Figure 1. Placement by cell class (run 1).
Bar = 20 um. Fill, decap, tap and diode cells in grey.
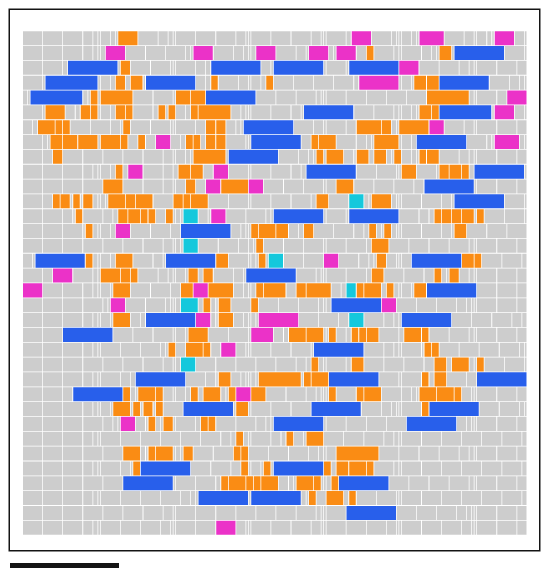
Figure 2. Sequential cells coloured by netlist name (run 1).
Bar = 20 um.
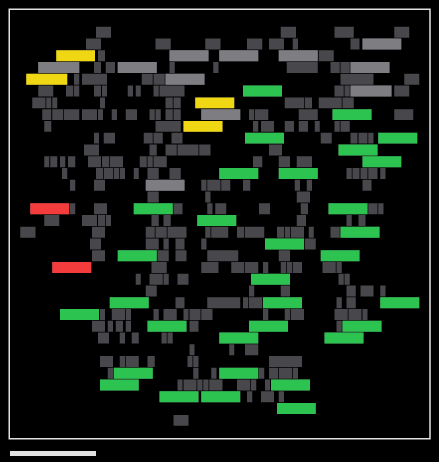
Figure 3. Placement density heat map (run 1).
The die is cut into 10 by 10 equal tiles; black is low, pale yellow is high, 0 to 100% covered.
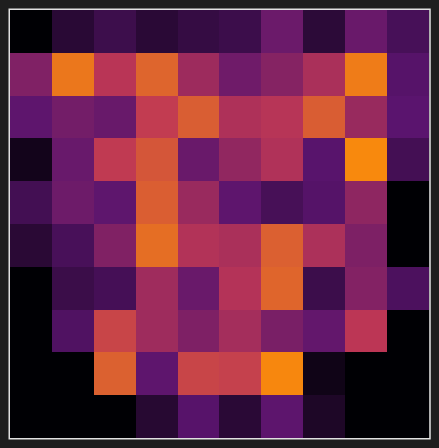
Design led_sequencer, sky130hd; sources not shown.
==> results_dict.tcl, run 1 <==
# place-and-route summary
set metrics [dict create \
    drt-initial-drc-count 72 \
    clkCellAreaFrac 0.0194 \
    finClkSkew_ns 0.0240 \
    comb_power_w 0.000148 \
    ys_sh_adder 0.0198 \
    fp.dieW_um 97 \
    vias 1949 \
    post_cts.repair.setup_buffers 0 \
    nClkBuffers 5 \
    critPathRequiredTime_ns 1.96 \
    area_delta_synth_final_pct 20.2 \
    start_kind "register" \
    globalRouteMet2Util 0.193 \
    rsz0062_at_grt "no" \
    status "finished clean" \
    grt-busiest-layer "met2" \
    clkTransAtPathRegs_ns 0.18 \
    use_met3 0.0234 \
    top_area_cell "dfrtp_1" \
    power_clock_w 0.000410 \
    maxPowerGroup "sequential cells" \
    ys.warnings.count 0 \
    wl_met1_um 2870 \
    finalNetCount 309 \
    port_buffers 15 \
    cts.sink_count 49 \
    warnings 26 \
]
## Picture notes: Figure 1
[remaining buffers and delay cells] magenta | cells: 34
[registers] blue | cells: 49
[clock drivers and dummy loads] cyan | cells: 8
[remaining logic cells] orange | cells: 208
Core Rows: 34
core area: 8550 sq um
Seq area share: 0.405
Final Util: 0.355
Design Area, Final: 3030 sq um

## Picture notes: Figure 2
[pat_q] yellow | sequential cells: 4
[u_prescaler.count_q] green | sequential cells: 32
[mode_q] red | sequential cells: 2
FF/Latch Area: 1230 sq um
sequential power: 0.000823 W

## Picture notes: Figure 3
fullest tile: 74%
densest ninth of the die: centre
nearly empty tiles: 15%
Initial Utilization: 0.295

Figure 4. Congestion heat map (run 1).
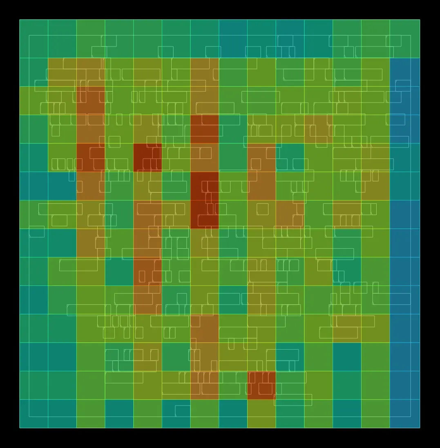

## Run 2: what changed since run 1
- CTS_BUF_LIST: sky130_fd_sc_hd__clkbuf_4 -> sky130_fd_sc_hd__clkbuf_8 sky130_fd_sc_hd__clkbuf_16
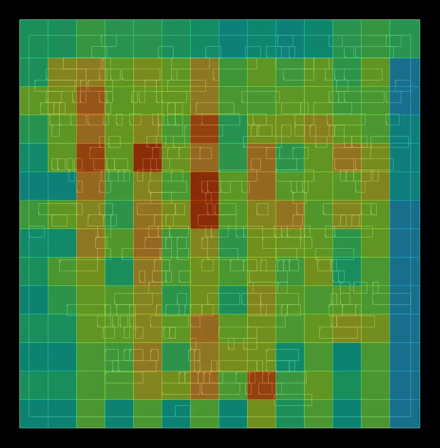
Figure 5: run 2, congestion heat map.
Final Util: 0.357
Total GRT Usage: 0.124
met3 Track Usage GR: 0.0234

==> run 2 against run 1 <==
Compared with the run above: non-clock buffer count is the same; synthesized cell count unchanged; die size stayed put; via count is 0.62% lower; critical path depth rose by 8; first-iteration DRC count rose by 9.7%; routed wire length fell by 0.25%; fmax fell by 2.5%; register-to-register slack improved by 0.02 ns; hold slack better by 0.20 ns; final area increased by 0.70%; setup slack lost 0.057 ns.
==> results_dict.tcl, run 2 <==
# place-and-route summary
set metrics [dict create \
    first_global_vias 1973 \
    seq_area_frac 0.403 \
    ys_sh_adder 0.0198 \
    finalSetupViolations 0 \
    common_cells "54 x nor2_1, 46 x dfrtp_1, 25 x nand2_1" \
    rsz0062_at_grt "no" \
    warnings 26 \
    vias 1937 \
    comb-cell-share 0.408 \
    nClkBuffers 5 \
    cts.sink_count 49 \
    hold_class "in -> reg" \
    area_delta_synth_final_pct 21.1 \
    seq_area_sq_um 1230 \
    clkTransAtPathRegs_ns 0.11 \
    power_clock_w 0.000508 \
    core_area_sq_um 8550 \
    comb_power_w 0.000147 \
    finalNetCount 309 \
    grt-busiest-layer "met2" \
    critPathRequiredTime_ns 2.66 \
    top_area_cell "dfrtp_1" \
    cts_resized 7 \
    lay_top_count "nor2_1" \
    ys_sh_aoi 0.0957 \
    ys.warnings.count 0 \
    status "finished clean" \
    met2_length_um 2540 \
    largest_register_ffs 32 \
    final_area_sq_um 3060 \
    logic_area_sq_um 1250 \
    tap_cells 108 \
    pg_seq_w 0.000822 \
    finClkSkew_ns 0.0150 \
    start_kind "input port" \
    drt_wl_total_um 5620 \
    clkCellAreaFrac 0.0295 \
    rows 34 \
    initCoreUtil 0.295 \
    drt-initial-drc-count 79 \
    p_leak_nw 1.27 \
    wl_met1_um 2960 \
    fp.dieW_um 97 \
    fill_cells 884 \
    tightest_slew_ns 0.504 \
    final_cell_mix "54 x nor2_1, 46 x dfrtp_1, 25 x nand2_1" \
    globalRouteMet2Util 0.195 \
    ioPinCount 16 \
    maxPowerGroup "sequential cells" \
    hold_violations 0 \
]
Power figures rest on the tool's default switching activity, not on a simulated workload.
